==> run_1/route_heat.png <==
The die is cut into 19 by 19 equal tiles; dark blue is low, red is high, scaled to the fullest tile. Values are wire area over tile area, all layers added.
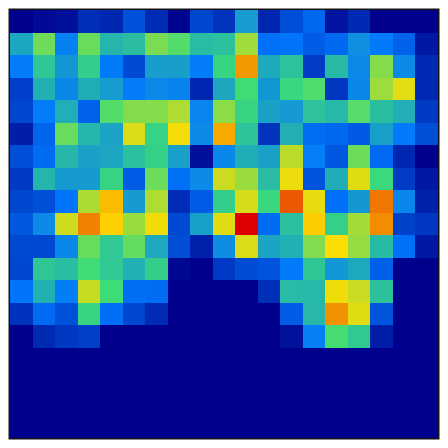
==> run_1/congestion_map.png <==
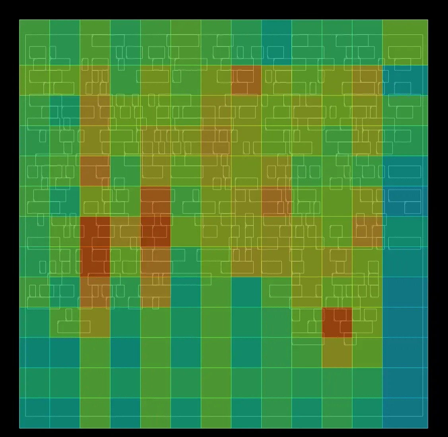
==> run_1/m2.png <==
Cells faint in the background.
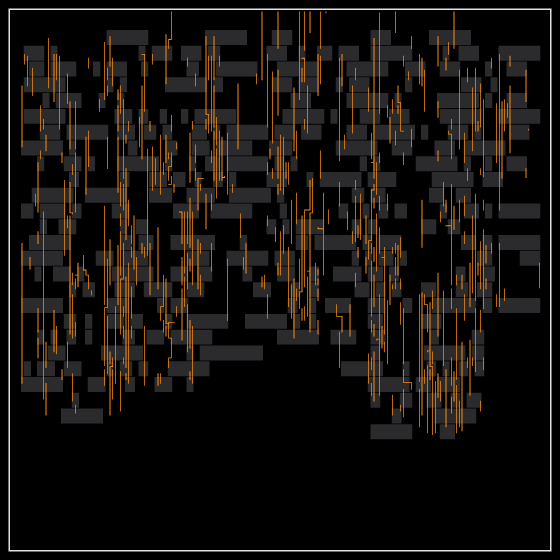
`src/rtl/zigbee_uart_rx.sv`:
```
// -----------------------------------------------------------------------------
// zigbee_uart_rx
//   UART receiver for the Zigbee serial link feeding the car control core.
//   Deserialises LSB-first frames (8N1 by default) and presents each good byte
//   on receiveData. It then raises a width-controlled strobe whose rising edge
//   the control core uses as its trigger.
//
//   Optional build macro: ZIGBEE_RX_PARITY_EN
//     defined   -> frames are 8E1. A parity mismatch with a good stop bit is
//                  rejected with frame_err and the receiver returns to IDLE.
//     undefined -> frames are 8N1. No parity logic is built.
//
// Parameters
//   CLK_HZ        system clock frequency in Hz
//   BAUD          line baud rate
//   PULSE_CYCLES  receive strobe width in clk_50M cycles (1 .. DIV-4)
//
// Ports
//   clk_50M      in   system clock; all logic runs on its rising edge
//   rst          in   synchronous active-high reset
//   rxd          in   asynchronous serial line, idle high
//   receiveData  out  [7:0] last correctly framed byte
//   receive      out  new-byte strobe, high PULSE_CYCLES cycles per byte
//   frame_err    out  one-cycle pulse on a rejected frame
//   busy         out  high whenever the FSM is not in IDLE
// -----------------------------------------------------------------------------
module zigbee_uart_rx #(
  parameter int CLK_HZ       = 50000000,
  parameter int BAUD         = 9600,
  parameter int PULSE_CYCLES = 16
) (
  input  logic       clk_50M,
  input  logic       rst,
  input  logic       rxd,
  output logic [7:0] receiveData,
  output logic       receive,
  output logic       frame_err,
  output logic       busy
);

  localparam int DIV   = CLK_HZ / BAUD;
  localparam int HALF  = DIV / 2;
  localparam int CNT_W = (DIV > 1) ? $clog2(DIV) : 1;

  localparam logic [CNT_W-1:0] DIV_LAST   = CNT_W'(DIV - 1);
  localparam logic [CNT_W-1:0] HALF_LAST  = CNT_W'(HALF - 1);
  localparam logic [CNT_W-1:0] PULSE_LAST = CNT_W'(PULSE_CYCLES - 1);

  typedef enum logic [2:0] {
    IDLE,
    START,
    DATA,
`ifdef ZIGBEE_RX_PARITY_EN
    PARITY,
`endif
    STOP,
    WAITHI
  } state_t;

  state_t           state, state_nxt;
  logic             rxd_m, rxd_s;
  logic [CNT_W-1:0] baud_cnt;
  logic [2:0]       bit_cnt;
  logic [7:0]       shreg;
  logic [CNT_W-1:0] strobe_cnt;
  logic             accept_q;
  logic             rearm_q;

  // FSM control decoded combinationally, applied in the datapath below
  logic cnt_clr;
  logic shift_en;
  logic accept;
  logic reject;
  logic half_hit;
  logic bit_hit;
  logic parity_ok;

`ifdef ZIGBEE_RX_PARITY_EN
  logic par_en;
  logic par_bit;
`endif

  assign half_hit = (baud_cnt == HALF_LAST);
  assign bit_hit  = (baud_cnt == DIV_LAST);
  assign busy     = (state != IDLE);

`ifdef ZIGBEE_RX_PARITY_EN
  // Even parity: data bits and parity bit together must XOR to zero
  assign parity_ok = ~(^{shreg, par_bit});
`else
  assign parity_ok = 1'b1;
`endif

  // Two-flop synchroniser; the FSM looks only at rxd_s
  always_ff @(posedge clk_50M) begin
    // NOTE: non-blocking assignments so every flop samples pre-edge values.
    if (rst) begin
      rxd_m <= 1'b1;
      rxd_s <= 1'b1;
    end else begin
      rxd_m <= rxd;
      rxd_s <= rxd_m;
    end
  end

  always_ff @(posedge clk_50M) begin
    if (rst) state <= IDLE;
    else     state <= state_nxt;
  end

  always_comb begin
    // NOTE: every output gets a default first so no path can infer a latch.
    state_nxt = state;
    cnt_clr   = 1'b0;
    shift_en  = 1'b0;
    accept    = 1'b0;
    reject    = 1'b0;
`ifdef ZIGBEE_RX_PARITY_EN
    par_en    = 1'b0;
`endif
    unique case (state)
      IDLE: begin
        cnt_clr = 1'b1;
        if (!rxd_s) state_nxt = START;
      end
      START: begin
        // Re-check the line at mid start bit to reject glitches
        if (half_hit) begin
          cnt_clr   = 1'b1;
          state_nxt = rxd_s ? IDLE : DATA;
        end
      end
      DATA: begin
        if (bit_hit) begin
          cnt_clr  = 1'b1;
          shift_en = 1'b1;
          if (bit_cnt == 3'd7) begin
`ifdef ZIGBEE_RX_PARITY_EN
            state_nxt = PARITY;
`else
            state_nxt = STOP;
`endif
          end
        end
      end
`ifdef ZIGBEE_RX_PARITY_EN
      PARITY: begin
        if (bit_hit) begin
          cnt_clr   = 1'b1;
          par_en    = 1'b1;
          state_nxt = STOP;
        end
      end
`endif
      STOP: begin
        if (bit_hit) begin
          cnt_clr = 1'b1;
          if (!rxd_s) begin
            // Broken stop bit: wait for the line to idle so a held break
            // is not decoded as a stream of 0x00 bytes
            reject    = 1'b1;
            state_nxt = WAITHI;
          end else if (parity_ok) begin
            accept    = 1'b1;
            state_nxt = IDLE;
          end else begin
            reject    = 1'b1;
            state_nxt = IDLE;
          end
        end
      end
      WAITHI: begin
        cnt_clr = 1'b1;
        if (rxd_s) state_nxt = IDLE;
      end
      default: begin
        cnt_clr   = 1'b1;
        state_nxt = IDLE;
      end
    endcase
  end

  // Receive datapath
  always_ff @(posedge clk_50M) begin
    // NOTE: only plain registers here, so all of them take a reset value.
    if (rst) begin
      baud_cnt    <= '0;
      bit_cnt     <= '0;
      shreg       <= '0;
      receiveData <= '0;
      frame_err   <= 1'b0;
      accept_q    <= 1'b0;
    end else begin
      baud_cnt  <= cnt_clr ? '0 : baud_cnt + 1'b1;
      frame_err <= reject;
      accept_q  <= accept;
      if (state == IDLE) bit_cnt <= '0;
      else if (shift_en) bit_cnt <= (bit_cnt == 3'd7) ? 3'd0 : bit_cnt + 3'd1;
      if (shift_en) shreg <= {rxd_s, shreg[7:1]};
      if (accept)   receiveData <= shreg;
    end
  end

`ifdef ZIGBEE_RX_PARITY_EN
  always_ff @(posedge clk_50M) begin
    if (rst)         par_bit <= 1'b0;
    else if (par_en) par_bit <= rxd_s;
  end
`endif

  // Strobe generator. accept_q delays the strobe one cycle behind the data
  // load, so receiveData is settled before the rising edge. A byte accepted
  // while the strobe is still high drops it for one cycle and re-arms it,
  // guaranteeing a fresh rising edge.
  always_ff @(posedge clk_50M) begin
    if (rst) begin
      receive    <= 1'b0;
      strobe_cnt <= '0;
      rearm_q    <= 1'b0;
    end else begin
      rearm_q <= 1'b0;
      if (accept_q && receive) begin
        receive <= 1'b0;
        rearm_q <= 1'b1;
      end else if (accept_q || rearm_q) begin
        receive    <= 1'b1;
        strobe_cnt <= PULSE_LAST;
      end else if (receive) begin
        if (strobe_cnt == '0) receive    <= 1'b0;
        else                  strobe_cnt <= strobe_cnt - 1'b1;
      end
    end
  end

endmodule

```
`config.mk`:
```
export PLATFORM = sky130hd
export DESIGN_NAME = zigbee_uart_rx
export DESIGN_NICKNAME = d
export VERILOG_FILES = /design/src/rtl/zigbee_uart_rx.sv
export SDC_FILE = /design/constraint.sdc
export NUM_CORES = 1
export LEC_CHECK = 0
export CAP_MARGIN = 10
export CELL_PAD_IN_SITES_DETAIL_PLACEMENT = 1
export CELL_PAD_IN_SITES_GLOBAL_PLACEMENT = 1
export CORE_UTILIZATION = 30
export CTS_CLUSTER_SIZE = 10
export DETAILED_ROUTE_END_ITERATION = 6
export PLACE_DENSITY = 0.65
export SYNTH_ARGS = -nofsm -noshare
export SYNTH_HDL_FRONTEND = slang
export SYNTH_SLANG_ARGS = --single-unit
```
`constraint.sdc`:
```
create_clock -name clk_50M -period 4.09 [get_ports clk_50M]
set_input_delay 0.818 -clock clk_50M [delete_from_list [all_inputs] [get_ports clk_50M]]
set_output_delay 0.818 -clock clk_50M [all_outputs]
set_load 0.02 [all_outputs]
```
==> results.py, run 1 <==
# Auto-generated metrics
metrics = {
    "routing": {
        "route.detailed.drc": 0,
        "dr.pass1.iters": 4,
    },
    "logic_synthesis": {
        "top_cells_by_area": "dfxtp_1 (43%), mux2i_1 (7.2%), nand2_1 (5.0%), nor2_1 (4.1%), a21oi_1 (3.4%)",
        "synth_seq_share_pct": 43.4,
        "numSynthFlops": 54,
        "ys_warn_count": 0,
        "synth_nets": 279,
        "synth-edff-count": 0,
    },
    "sta": {
        "worstMarginPinSlew_ns": 1.02,
        "rsz0062_at_grt": "false",
        "maxSlewHeadroom_pct": 31.4,
    },
    "flow_run": {
        "warnings": 27,
        "maxCapViolations": 0,
    },
    "cells_and_area": {
        "layout.nets": 291,
        "num_antenna_cells": 0,
        "drive_above_1_share_pct": 9.51,
    },
    "critical_path": {
        "worstPathArrival_ns": 2.79,
    },
    "clock_tree": {
        "ctsHoldBuffers": 0,
    },
    "outcome": {
        "status": "finished clean",
    },
    "place": {
        "dp_cells": 378,
        "placed_area_um2": 2720,
    },
    "die": {
        "die_y_um": 93.2,
        "chip_area_um2": 8680,
    },
    "worst_hold_path": {
        "worst_hold_path_type": "register to register",
    },
}
Back to the opening pictures, route_heat.png:
The mean over all tiles is 0.088. The emptiest ninth of the die: bottom center. 16% of the tiles are over half the peak.

Back to the opening pictures, congestion_map.png:
GRT busiest layer: met2
fin util: 35.8%
met3 Use GR: 3.90%
GRT Total Usage: 12.6%
met2 GRT Util: 20.3%

Back to the opening pictures, m2.png:
The layer holds 46% of the routed length. 248 nets have wire on it. The longest straight run is 32.3 µm.

[run 1: critical path, cell delays in order]
cell             delay, ns
clkdlybuf4s50_1       0.40
buf_4                 0.19
inv_2                 0.25
o21ai_0               0.43
or4_1                 0.61
nand2_1               0.07
[run 1: power breakdown]
group	internal, mW	switching, mW	total [mW]
Combinational	0.00647	0.0113	0.0178
Clock	0.183	0.177	0.360
Sequential	0.527	0.00262	0.530
[run 1: per-layer routing]
layer | share of wire, % | track usage (%) | wire [µm]
met1 | 52 | 16.5 | 2650
met2 | 46 | 20.3 | 2330
met3 | 1.7 | 3.90 | 84
met4 | 0.47 | 2.69 | 24
met5 | 0 | 0 | 0
[run 1: area by class of cell]
| class | count | area [µm²] | area share, % |
|---|---|---|---|
| well taps | 102 | 128 | 4.52 |
| clock inverters | 2 | 37.5 | 1.33 |
| inverters | 6 | 22.5 | 0.797 |
| repair buffers | 14 | 138 | 4.87 |
| clock buffers | 6 | 72.6 | 2.57 |
| multi-input cells | 202 | 1350 | 47.7 |
| flip-flops and latches | 54 | 1080 | 38.3 |
[run 1: logic make-up (layout without fill, tap and decap cells)]
group           Yosys count  in the layout  synth area share (%)
compound gates           42             42                  11.5
xor+xnor                 11             11                  3.87
fa+ha+maj                 5              5                  2.51
buf+inv                  15             28                  2.61
flops                    54             54                  43.4
mux                      18             18                  7.23
simple gates            126            126                  28.9
[run 1: flip-flops by register name (all words and copies together), names as in the netlist]
| register | flops |
|---|---|
| baud_cnt | 13 |
| rearm_q | 1 |
| strobe_cnt | 13 |
| shreg | 8 |
| state | 3 |
| rxd_s | 1 |
| rxd_m | 1 |
| frame_err | 1 |
| receiveData | 8 |
| accept_q | 1 |
| receive | 1 |
| bit_cnt | 3 |
==> run_1/m1.png <==
Scale bar: 20 µm. Supply wires on this layer in gray.
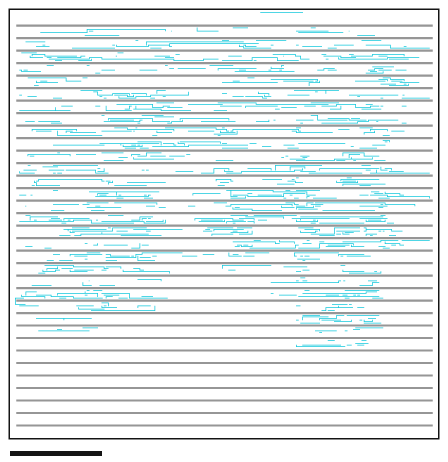

==> run 1 -> run 2 <==
==> constraint.sdc (replaced) <==
create_clock -name clk_50M -period 2.35 [get_ports clk_50M]
set_input_delay 0.47 -clock clk_50M [delete_from_list [all_inputs] [get_ports clk_50M]]
set_output_delay 0.47 -clock clk_50M [all_outputs]
set_load 0.02 [all_outputs]
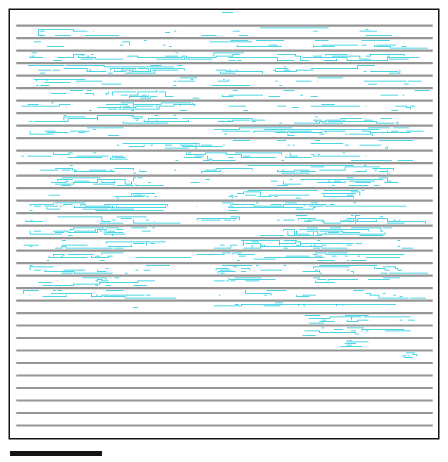
(run_2/m1.png)
Scale bar: 20 µm. Supply wires on this layer in gray.
The layer carries 2,560 µm of wire. The longest straight run is 33.6 µm. The layer holds 49% of the routed length. 277 nets have wire on it. The wires run mostly horizontal.
vias: 1,956
M1 GR Usage: 16.3%
drt total wl: 5.19 mm

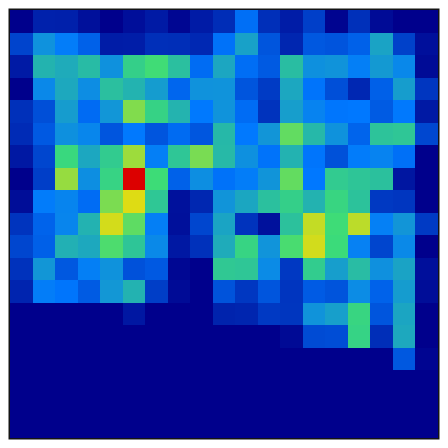
(run_2/route_heat.png)
The die is cut into 19 by 19 equal tiles; dark blue is low, red is high, scaled to the fullest tile. Values are wire area over tile area, all layers added.
5.3% of the tiles are over half the peak. 31% of the tiles are nearly empty. The fullest tile reaches 0.49. The densest ninth of the die: middle left. The mean over all tiles is 0.091.
GRT Total Usage: 13.2%
wire per inst: 13.3 µm

==> run 2 against run 1 <==
Critical path depth decreased by 1. Power is 65% higher. Clock skew rose by 0.00061 ns. Combinational power rose by 98%. Register-to-register slack worse by 1.7 ns. Count of clock-buffer cells in the layout is 1 lower. Global-route usage grew 0.56 points. Critical endpoint is now baud_cnt[11]. Highest routed layer unchanged.
==> results.py, run 2 <==
# Auto-generated metrics
metrics = {
    "outcome": {
        "status": "finished clean",
    },
    "logic_synthesis": {
        "synth_nets": 279,
        "synth_seq_share_pct": 43.4,
        "synth-edff-count": 0,
        "numSynthFlops": 54,
        "ys_warn_count": 0,
    },
    "cells_and_area": {
        "top_regs": "baud_cnt: 13 flops, strobe_cnt: 13 flops",
        "drive_above_1_share_pct": 11.4,
        "layout.nets": 296,
        "num_antenna_cells": 0,
    },
    "place": {
        "dp_cells": 383,
    },
    "flow_run": {
        "maxCapViolations": 0,
        "warnings": 27,
    },
    "routing": {
        "dr.pass1.iters": 4,
    },
    "critical_path": {
        "critPathSlowestCell": "nor4_4",
        "cp_cell_sequence": "ha_1 > or3b_4 > nor4_4 > o32a_2 > nor2_1",
        "slowest_delay_ns": 0.48,
    },
    "sta": {
        "worstMarginPinSlew_ns": 0.525,
        "rsz0062_at_grt": "false",
        "maxSlewHeadroom_pct": 64.6,
    },
    "die": {
        "die_y_um": 93.2,
    },
}
run 2: cell counts after synthesis:
No cell type changed its count.
run 2: area by class of cell:
type                    count  area [µm²]  area share [%]
multi-input cells         202        1350            47.3
flip-flops and latches     54        1080            38.0
repair buffers             19         175            6.15
well taps                 102         128            4.48
clock buffers               5        68.8            2.42
clock inverters             3        26.3           0.923
inverters                   6        22.5           0.791
run 2: worst reg2reg max path: cells and delay by family (launching register included):
| family | cells | cell delay (ns) |
|---|---|---|
| flops | 1 | 0.39 |
| simple gates | 3 | 1.01 |
| fa+ha+maj | 1 | 0.24 |
| compound gates | 1 | 0.38 |
run 2: final timing paths:
check             cells after the start        start           end
setup / recovery                      5  baud_cnt[0]  baud_cnt[11]
hold / removal                        1        rxd_m         rxd_s
setup reg to reg                      5  baud_cnt[0]  baud_cnt[11]
hold reg to reg                       1        rxd_m         rxd_s
run 2: logic make-up after synthesis:
logic type	share of synthesized area (%)
AOI/OAI and AO/OA	11.5
xor gates and xnor gates	3.87
adders and majority gates	2.51
buffers and inverters	2.61
DFF	43.4
muxes	7.23
and+or+nand+nor	28.9
run 2: through the flow:
stage	setup WS [ns]	utilization [%]	hold WS (ns)	instance area (µm²)
2_1_floorplan	0.408	-	0.389	2490
3_3_place_gp	0.277	34.9	0.406	2750
3_5_place_dp	0.210	34.9	0.400	2750
4_1_cts	0.197	36.1	0.436	2850
5_1_grt	0.0528	36.1	0.443	2850
6_report	0.241	36.1	0.430	2850
run 2: where the power goes:
group | switching (mW) | internal [mW]
sequential | 0.00473 | 0.918
clock | 0.326 | 0.216
combinational | 0.0209 | 0.0144
total | 0.351 | 1.15
run 2: routing by layer:
metal	GRT usage [%]	vias up	wire length (µm)
met5	0	-	0
met4	3.85	0	61
met3	3.17	7	113
met2	22.5	13	2450
met1	16.3	939	2560
li1	-	997	-
==> run 2 -> run 3 <==
--- a/config.mk
+++ b/config.mk
@@ -5,6 +5,7 @@
 export SDC_FILE = /design/constraint.sdc
 export NUM_CORES = 1
 export LEC_CHECK = 0
+export ABC_CLOCK_PERIOD_IN_PS = 2350
 export CAP_MARGIN = 10
 export CELL_PAD_IN_SITES_DETAIL_PLACEMENT = 1
 export CELL_PAD_IN_SITES_GLOBAL_PLACEMENT = 1
@@ -12,6 +13,7 @@
 export CTS_CLUSTER_SIZE = 10
 export DETAILED_ROUTE_END_ITERATION = 6
 export PLACE_DENSITY = 0.65
+export SKIP_CTS_REPAIR_TIMING = 1
 export SYNTH_ARGS = -nofsm -noshare
 export SYNTH_HDL_FRONTEND = slang
 export SYNTH_SLANG_ARGS = --single-unit
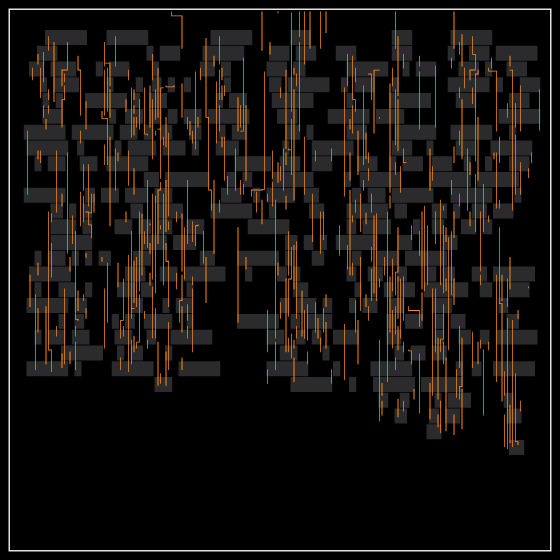
(run_3/m2.png)
Cells faint in the background.
The wires run mostly vertical. The layer carries 2,450 µm of wire. The longest straight run is 29.2 µm.

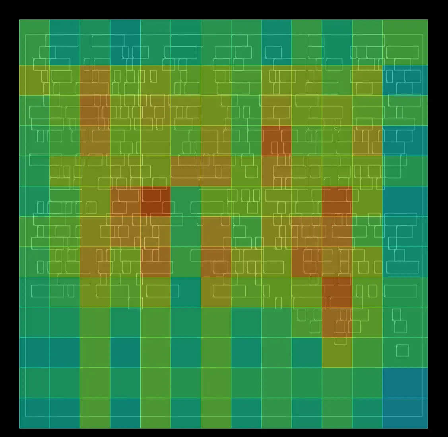
(run_3/congestion_map.png)
met3 Use GR: 3.17%
fin util: 36.1%
met2 GRT Util: 22.5%

==> run 3 against run 2 <==
Die size is the same. Synthesized cell count is the same. Sequential share of layout area is the same. Clock power is essentially flat. Non-clock buffer count is the same. Sequential power is essentially flat. Register-to-register slack is essentially flat. Global-route usage is the same. Critical endpoint unchanged. Largest cell class unchanged. Highest routed layer unchanged.
==> results.py, run 3 <==
# Auto-generated metrics
metrics = {
    "outcome": {
        "status": "finished clean",
    },
    "cells_and_area": {
        "layout.nets": 296,
        "clkbuf_count": 5,
        "flop_area_um2": 1080,
        "signal_buffers": 19,
        "flops": 54,
        "seq-cell-share_pct": 38.0,
        "buf_share_pct": 6.15,
        "clkCellAreaFrac_pct": 3.34,
        "combGateArea_um2": 1350,
        "largest_class": "logic gates",
        "num_antenna_cells": 0,
        "top_regs": "baud_cnt: 13 flops, strobe_cnt: 13 flops",
        "drive_above_1_share_pct": 11.4,
        "logic_gates": 202,
        "inverters": 6,
    },
    "die": {
        "n_tap_cell": 102,
        "die_y_um": 93.2,
        "chip_area_um2": 8680,
    },
    "power_and_ir_drop": {
        "clockPowerShare_pct": 36.1,
        "combPwrFrac_pct": 2.4,
        "internal_power_mw": 1.15,
        "seqPwrFrac_pct": 61.5,
    },
    "routing": {
        "route.detailed.drc": 0,
        "wl_per_cell_um": 13.3,
        "vias": 1956,
        "routed_wl_mm": 5.19,
    },
    "worst_hold_path": {
        "min_path_cells": 1,
    },
    "sta": {
        "maxSlewHeadroom_pct": 64.6,
        "holdWs_ns": 0.430,
        "worstMarginPinSlew_ns": 0.525,
        "rsz0062_at_grt": "false",
    },
    "grt": {
        "met1_usage_pct": 16.3,
        "busiest_layer": "met2",
        "track_usage_pct": 13.2,
    },
    "logic_synthesis": {
        "synth_nets": 279,
        "ys_warn_count": 0,
        "top_cells_by_area": "dfxtp_1 (43%), mux2i_1 (7.2%), nand2_1 (5.0%), nor2_1 (4.1%), a21oi_1 (3.4%)",
        "synth_seq_share_pct": 43.4,
        "numSynthFlops": 54,
    },
    "critical_path": {
        "rr_worst_depth": 5,
        "worstPathArrival_ns": 2.31,
    },
    "flow_run": {
        "warnings": 27,
    },
}
[run 3: cell counts in the layout (fill, tap and decap cells not counted)]
Identical to the previous run, type by type.
[run 3: worst max-delay path, cell delays in order (launching register included)]
cell,delay (ns)
dfxtp_1,0.39
ha_1,0.24
or3b_4,0.44
nor4_4,0.48
o32a_2,0.38
nor2_1,0.08
[run 3: power by group through the flow]
| stage | Clock, mW | Combinational (mW) | Sequential, mW |
|---|---|---|---|
| after floorplan | 0 | 0.0237 | 0.940 |
| after global placement | 0 | 0.0358 | 0.943 |
| after detailed placement | 0 | 0.0359 | 0.943 |
| after CTS | 0.572 | 0.0362 | 0.923 |
| after global routing | 0.610 | 0.0400 | 0.923 |
| final | 0.542 | 0.0353 | 0.922 |
[run 3: kinds of logic after synthesis]
logic type               count (synthesis)  share of synthesized area, %
AND-OR/OR-AND                           42                          11.5
XOR/XNOR                                11                          3.87
adder cells (fa/ha/maj)                  5                          2.51
buffers and inverters                   15                          2.61
flip-flops                              54                          43.4
multiplexers                            18                          7.23
AND/OR/NAND/NOR                        126                          28.9
[run 3: metal layers]
metal  vias to the layer above  wire, µm
li1                        997         -
met1                       939      2560
met2                        13      2450
met3                         7       113
met4                         0        61
met5                         -         0
[run 3: final timing paths]
path	slack [ns]	endpoint	start
setup / recovery	0.24	baud_cnt[11]	baud_cnt[0]
setup reg to reg	0.24	baud_cnt[11]	baud_cnt[0]
hold reg to reg	0.43	rxd_s	rxd_m
hold / removal	0.43	rxd_s	rxd_m
[run 3: per-stage QoR]
stage	power [mW]	instance area [µm²]	util, %	setup WS, ns	instances
finish	1.50	2850	36.1	0.241	391
global route	1.57	2850	36.1	0.0528	391
CTS	1.53	2850	36.1	0.197	391
detailed placement	0.979	2750	34.9	0.210	383
global placement	0.979	2750	34.9	0.277	383
floorplan	0.963	2490	-	0.408	271
Power figures rest on the tool's default switching activity, not on a simulated workload.
